Figure 1. Local utilization.
The die is cut into 12 by 12 equal tiles; white is low, dark blue is high, 0 to 100% covered.
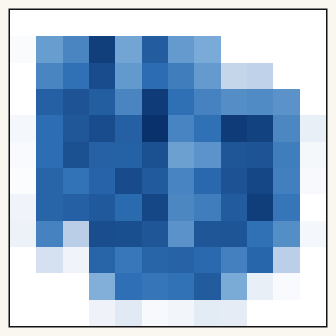
Figure 2. Cell outlines without signal wires.
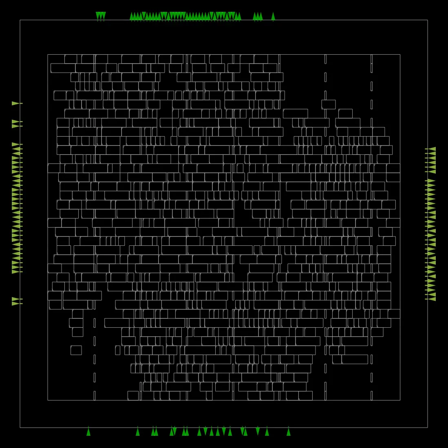
Figure 3. Where the registers sit.
Scale bar: 20 microns. Other sequential cells in the stronger grey, the rest of the logic in the fainter grey.
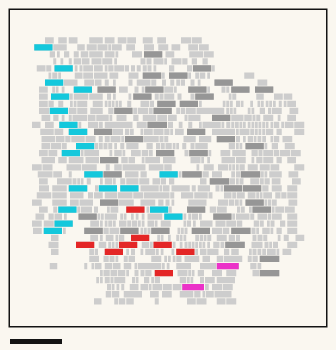
Figure 4. M3 wires.
Scale bar: 20 microns.
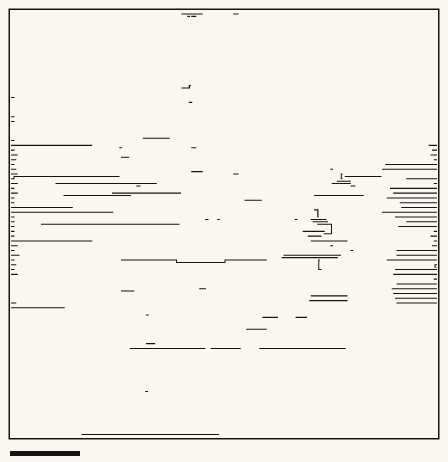
--- src/rtl/mac_seq_ctrl_pkg.sv ---
// Shared definitions for the MAC lane sequencer: default datapath widths and
// the controller state encoding used by the lanes and the layer scheduler.
package mac_seq_ctrl_pkg;

    localparam int I_BW      = 8;
    localparam int W_BW      = 8;
    localparam int O_CONV_BW = 20;
    localparam int ADDR_BW   = 8;
    localparam int CNT_BW    = 8;

    typedef enum logic [1:0] {
        ST_IDLE  = 2'd0,
        ST_ISSUE = 2'd1,
        ST_DRAIN = 2'd2,
        ST_OUT   = 2'd3
    } state_e;

endpackage

--- src/rtl/mac_seq_ctrl_tap_addr_gen.sv ---
// Tap counter with paired input/weight address incrementers; addresses wrap
// naturally at 2^ADDR_BW. o_last_tap flags the final tap of the dot product.
module tap_addr_gen #(
    parameter int ADDR_BW = mac_seq_ctrl_pkg::ADDR_BW,
    parameter int CNT_BW  = mac_seq_ctrl_pkg::CNT_BW
) (
    input  logic               i_clk,
    input  logic               i_rst,
    input  logic               i_load,
    input  logic               i_step,
    input  logic [ADDR_BW-1:0] i_base_i,
    input  logic [ADDR_BW-1:0] i_base_w,
    input  logic [CNT_BW-1:0]  i_num_taps,
    output logic [ADDR_BW-1:0] o_i_addr,
    output logic [ADDR_BW-1:0] o_w_addr,
    output logic               o_last_tap
);
    import mac_seq_ctrl_pkg::*;

    logic [CNT_BW-1:0]  r_idx;
    logic [CNT_BW-1:0]  r_last_idx;
    logic [ADDR_BW-1:0] r_i_addr;
    logic [ADDR_BW-1:0] r_w_addr;

    // Tap index and address registers: load bases on start, advance once per issued tap
    always_ff @(posedge i_clk) begin
        if (i_rst) begin
            r_idx      <= {CNT_BW{1'b0}};
            r_last_idx <= {CNT_BW{1'b0}};
            r_i_addr   <= {ADDR_BW{1'b0}};
            r_w_addr   <= {ADDR_BW{1'b0}};
        end else if (i_load) begin
            r_idx      <= {CNT_BW{1'b0}};
            r_last_idx <= i_num_taps - {{(CNT_BW-1){1'b0}}, 1'b1};
            r_i_addr   <= i_base_i;
            r_w_addr   <= i_base_w;
        end else if (i_step) begin
            r_idx      <= r_idx + {{(CNT_BW-1){1'b0}}, 1'b1};
            r_i_addr   <= r_i_addr + {{(ADDR_BW-1){1'b0}}, 1'b1};
            r_w_addr   <= r_w_addr + {{(ADDR_BW-1){1'b0}}, 1'b1};
        end else begin
            r_idx      <= r_idx;
            r_i_addr   <= r_i_addr;
            r_w_addr   <= r_w_addr;
        end
    end

    assign o_i_addr   = r_i_addr;
    assign o_w_addr   = r_w_addr;
    assign o_last_tap = (r_idx == r_last_idx);

endmodule

--- src/rtl/mac_seq_ctrl.sv ---
// Dot-product sequencer for one MAC lane: issues buffer reads, steers the MAC
// bias/feedback input and hands the sum out on valid/ready.
// Build option: MAC_SEQ_CTRL_RELU_EN clamps negative results to zero at capture.
module mac_seq_ctrl #(
    parameter int O_CONV_BW = mac_seq_ctrl_pkg::O_CONV_BW,
    parameter int ADDR_BW   = mac_seq_ctrl_pkg::ADDR_BW,
    parameter int CNT_BW    = mac_seq_ctrl_pkg::CNT_BW
) (
    input  logic                        i_clk,
    input  logic                        i_rst,
    input  logic                        i_start,
    input  logic [CNT_BW-1:0]           i_num_taps,
    input  logic [ADDR_BW-1:0]          i_base_i_addr,
    input  logic [ADDR_BW-1:0]          i_base_w_addr,
    input  logic signed [O_CONV_BW-1:0] i_bias,
    output logic                        o_busy,
    output logic                        o_rd_en,
    output logic [ADDR_BW-1:0]          o_i_addr,
    output logic [ADDR_BW-1:0]          o_w_addr,
    output logic                        o_mac_ce,
    output logic                        o_mac_rst,
    output logic signed [O_CONV_BW-1:0] o_mac_c,
    input  logic signed [O_CONV_BW-1:0] i_mac_p,
    output logic                        o_out_valid,
    input  logic                        i_out_ready,
    output logic signed [O_CONV_BW-1:0] o_out_data
);
    import mac_seq_ctrl_pkg::*;

    state_e                      r_state;
    state_e                      w_state_nxt;
    logic                        w_accept;
    logic                        w_issue;
    logic                        w_capture;
    logic                        w_last_tap;
    logic                        r_mac_ce;
    logic                        r_first;
    logic signed [O_CONV_BW-1:0] r_bias;
    logic signed [O_CONV_BW-1:0] r_out_data;
    logic signed [O_CONV_BW-1:0] w_cap_val;
    logic signed [O_CONV_BW-1:0] w_mac_c;
    logic [ADDR_BW-1:0]          w_i_addr;
    logic [ADDR_BW-1:0]          w_w_addr;

    assign w_accept = (r_state == ST_IDLE) && i_start && (i_num_taps != {CNT_BW{1'b0}});
    assign w_issue  = (r_state == ST_ISSUE);

    tap_addr_gen #(
        .ADDR_BW (ADDR_BW),
        .CNT_BW  (CNT_BW)
    ) u_tap_addr_gen (
        .i_clk      (i_clk),
        .i_rst      (i_rst),
        .i_load     (w_accept),
        .i_step     (w_issue),
        .i_base_i   (i_base_i_addr),
        .i_base_w   (i_base_w_addr),
        .i_num_taps (i_num_taps),
        .o_i_addr   (w_i_addr),
        .o_w_addr   (w_w_addr),
        .o_last_tap (w_last_tap)
    );

    // State register
    always_ff @(posedge i_clk) begin
        if (i_rst) begin
            r_state <= ST_IDLE;
        end else begin
            r_state <= w_state_nxt;
        end
    end

    // Next-state logic; DRAIN waits for the delayed ce to fall so p holds the final tap
    always_comb begin
        w_state_nxt = r_state;
        w_capture   = 1'b0;
        case (r_state)
            ST_IDLE: begin
                if (w_accept) begin
                    w_state_nxt = ST_ISSUE;
                end else begin
                    w_state_nxt = ST_IDLE;
                end
            end
            ST_ISSUE: begin
                if (w_last_tap) begin
                    w_state_nxt = ST_DRAIN;
                end else begin
                    w_state_nxt = ST_ISSUE;
                end
            end
            ST_DRAIN: begin
                if (!r_mac_ce) begin
                    w_state_nxt = ST_OUT;
                    w_capture   = 1'b1;
                end else begin
                    w_state_nxt = ST_DRAIN;
                end
            end
            ST_OUT: begin
                if (i_out_ready) begin
                    w_state_nxt = ST_IDLE;
                end else begin
                    w_state_nxt = ST_OUT;
                end
            end
            default: begin
                w_state_nxt = ST_IDLE;
            end
        endcase
    end

    // Datapath registers: ce delay, first-tap flag, latched bias and captured result
    always_ff @(posedge i_clk) begin
        if (i_rst) begin
            r_mac_ce   <= 1'b0;
            r_first    <= 1'b0;
            r_bias     <= {O_CONV_BW{1'b0}};
            r_out_data <= {O_CONV_BW{1'b0}};
        end else begin
            r_mac_ce <= w_issue;
            if (w_accept) begin
                r_bias  <= i_bias;
                r_first <= 1'b1;
            end else if (r_mac_ce) begin
                r_first <= 1'b0;
            end
            if (w_capture) begin
                r_out_data <= w_cap_val;
            end
        end
    end

    // Result shaping applied at capture time
    always_comb begin
        w_cap_val = i_mac_p;
`ifdef MAC_SEQ_CTRL_RELU_EN
        if (i_mac_p[O_CONV_BW-1]) begin
            w_cap_val = {O_CONV_BW{1'b0}};
        end else begin
            w_cap_val = i_mac_p;
        end
`endif
    end

    // MAC addend: bias seeds the first accumulation, p feeds back afterwards
    always_comb begin
        w_mac_c = {O_CONV_BW{1'b0}};
        if (r_mac_ce && r_first) begin
            w_mac_c = r_bias;
        end else if (r_mac_ce) begin
            w_mac_c = i_mac_p;
        end else begin
            w_mac_c = {O_CONV_BW{1'b0}};
        end
    end

    assign o_busy      = !i_rst && (r_state != ST_IDLE);
    assign o_rd_en     = !i_rst && w_issue;
    assign o_i_addr    = i_rst ? {ADDR_BW{1'b0}} : w_i_addr;
    assign o_w_addr    = i_rst ? {ADDR_BW{1'b0}} : w_w_addr;
    assign o_mac_ce    = !i_rst && r_mac_ce;
    assign o_mac_rst   = i_rst || w_accept;
    assign o_mac_c     = i_rst ? {O_CONV_BW{1'b0}} : w_mac_c;
    assign o_out_valid = !i_rst && (r_state == ST_OUT);
    assign o_out_data  = i_rst ? {O_CONV_BW{1'b0}} : r_out_data;

endmodule

--- config.mk ---
export PLATFORM = sky130hd
export DESIGN_NAME = mac_seq_ctrl
export DESIGN_NICKNAME = d
export VERILOG_FILES = /design/src/rtl/mac_seq_ctrl_pkg.sv /design/src/rtl/mac_seq_ctrl_tap_addr_gen.sv /design/src/rtl/mac_seq_ctrl.sv
export SDC_FILE = /design/constraint.sdc
export NUM_CORES = 1
export LEC_CHECK = 0
export ABC_AREA = 1
export CAP_MARGIN = 20
export CORE_MARGIN = 8
export CORE_UTILIZATION = 35
export CTS_CLUSTER_SIZE = 28
export DETAILED_ROUTE_END_ITERATION = 7
export GPL_TIMING_DRIVEN = 0
export MAX_ROUTING_LAYER = met4
export PLACE_DENSITY = 0.66
export SLEW_MARGIN = 25
export SYNTH_ARGS = -nofsm -noshare
export SYNTH_HDL_FRONTEND = slang
export SYNTH_SLANG_ARGS = --single-unit
--- constraint.sdc ---
create_clock -name i_clk -period 1.6 [get_ports i_clk]
set_clock_uncertainty 0.1 [all_clocks]
set_input_delay 0.32 -clock i_clk [delete_from_list [all_inputs] [get_ports i_clk]]
set_output_delay 0.32 -clock i_clk [all_outputs]
set_load 0.05 [all_outputs]
==> metrics.log <==
[flow] summary of implementation run
[metrics] share of the yosys chip area belonging to registers: 38.8%
[metrics] net count of the mapped netlist: 662
[metrics] violations in the final reports: negative setup slack
[metrics] initial cell density of the core: between 30% and 40%
[metrics] DRC Markers: 0
[metrics] final setup margin: -0.326 ns
[metrics] area post-placement: 5600 sq um
[metrics] clock latency on the worst-skew pair: 0.34 ns
[metrics] Final nets: 846
[metrics] capturing element type of the critical path: primary output
[metrics] arrival time at the worst endpoint: between 1.5 and 2 ns
[metrics] Flop area: about 1500 sq um
[metrics] number of setup violations in the final report: 36
[metrics] critical path buffer and inverter count: 3
[metrics] power share of the sequential group: 27.6%
[metrics] Placeable Area: 10,900 sq um
[metrics] cell internal pwr: 5.66 mW
[metrics] wirelength, routed: between 10,000 and 15,000 microns
[metrics] outcome: finished with violations
[metrics] CTS buffer count: 9
[metrics] post-synthesis chip area from yosys: approximately 3900 sq um
[metrics] Worst IR Drop VDD: 0.683 mV
[metrics] P_comb: 5.55 mW
Back to the opening pictures, Figure 1:
- emptiest ninth of the die: top right
- tiles over 75% full: 33%
- densest ninth of the die: middle
- fullest tile: 99%

Back to the opening pictures, Figure 2:
total number of placement rows: 38
Filler Cells Inserted: 873

Back to the opening pictures, Figure 3:
- red: u_tap_addr_gen.r_last_idx (sequential cells 8; where bottom middle)
- magenta: r_state (sequential cells 2)
- cyan: r_bias (sequential cells 20; where left middle)

Back to the opening pictures, Figure 4:
- share of all routed wire: 5.9%
- nets with wire on the layer: 103
- wire length on this layer: 869 microns
- longest straight run: 39.1 microns
- main direction: horizontal

through the flow:
step,worst slack [ns],TNS [ns],hold WS [ns],util [%]
after global placement,-1.70,-129.85,0.325,51.4
final,-0.326,-7.24,0.104,65.3
after CTS,-0.330,-8.88,0.0880,60.5
after floorplan,-0.217,-7.57,0.313,-
after detailed placement,-1.65,-132.01,0.327,51.4
after global routing,-0.374,-10.38,0.0971,65.3
cell usage after synthesis:
cell / number
sky130_fd_sc_hd__buf_4: 1
sky130_fd_sc_hd__nor3b_4: 1
sky130_fd_sc_hd__a21oi_1: 38
sky130_fd_sc_hd__nand2_1: 130
sky130_fd_sc_hd__buf_2: 2
sky130_fd_sc_hd__nor2_4: 1
sky130_fd_sc_hd__nand3_1: 27
sky130_fd_sc_hd__o21ai_0: 60
sky130_fd_sc_hd__clkbuf_1: 18
sky130_fd_sc_hd__buf_6: 5
sky130_fd_sc_hd__nand3b_1: 1
sky130_fd_sc_hd__xnor2_1: 4
sky130_fd_sc_hd__o21ai_2: 3
sky130_fd_sc_hd__xor2_1: 11
sky130_fd_sc_hd__o31ai_1: 3
sky130_fd_sc_hd__dfxtp_1: 76
sky130_fd_sc_hd__nor2_1: 98
sky130_fd_sc_hd__inv_2: 4
sky130_fd_sc_hd__nand4_1: 1
sky130_fd_sc_hd__a31oi_1: 7
sky130_fd_sc_hd__nor3_4: 1
sky130_fd_sc_hd__nand2_2: 4
sky130_fd_sc_hd__nor2_8: 1
sky130_fd_sc_hd__o22ai_1: 3
sky130_fd_sc_hd__inv_1: 74
sky130_fd_sc_hd__nand2_4: 2
sky130_fd_sc_hd__nor3_1: 4
sky130_fd_sc_hd__nor3b_1: 1
sky130_fd_sc_hd__o21ai_1: 2
sky130_fd_sc_hd__nor3b_2: 1
sky130_fd_sc_hd__ha_1: 5
kinds of logic after synthesis:
kind of cell | count (synthesis) | synth area share (%)
DFF | 76 | 38.8
AOI/OAI and AO/OA | 116 | 15.6
xor gates and xnor gates | 15 | 3.35
and+or+nand+nor | 273 | 29.6
buffers and inverters | 104 | 11.1
adders and majority gates | 5 | 1.60
flip-flops by register name (all words and copies together), names as in the netlist:
| signal | count |
|---|---|
| r_bias | 20 |
| r_out_data | 20 |
| u_tap_addr_gen.o_i_addr | 8 |
| u_tap_addr_gen.o_w_addr | 8 |
| u_tap_addr_gen.r_idx | 8 |
| u_tap_addr_gen.r_last_idx | 8 |
| r_state | 2 |
| r_first | 1 |
| r_mac_ce | 1 |
worst paths after layout:
kind,from,endpoint,depth (start not counted)
worst min register to register,r_bias[18],r_bias[18],2
worst min-delay path,i_num_taps[0],u_tap_addr_gen.r_last_idx[0],2
worst max-delay path,r_mac_ce,o_mac_c[3],6
worst max register to register,r_state[0],u_tap_addr_gen.r_idx[6],10
layout make-up:
class / instances / area share [%]
Clock buffer: 13 / 2.24
Sequential cell: 76 / 21.7
Inverter: 78 / 4.42
Multi-Input combinational cell: 410 / 37.8
Timing Repair Buffer: 173 / 26.3
Clock inverter: 3 / 0.968
Tap cell: 140 / 2.46
Buffer: 25 / 4.14
repair_timing:
item,4_1_cts,5_1_grt
setup endpoints to repair,135,131
buffers inserted,33,9
cloned,6,1
pin swaps,20,31
resized,585,158
Power figures rest on the tool's default switching activity, not on a simulated workload.
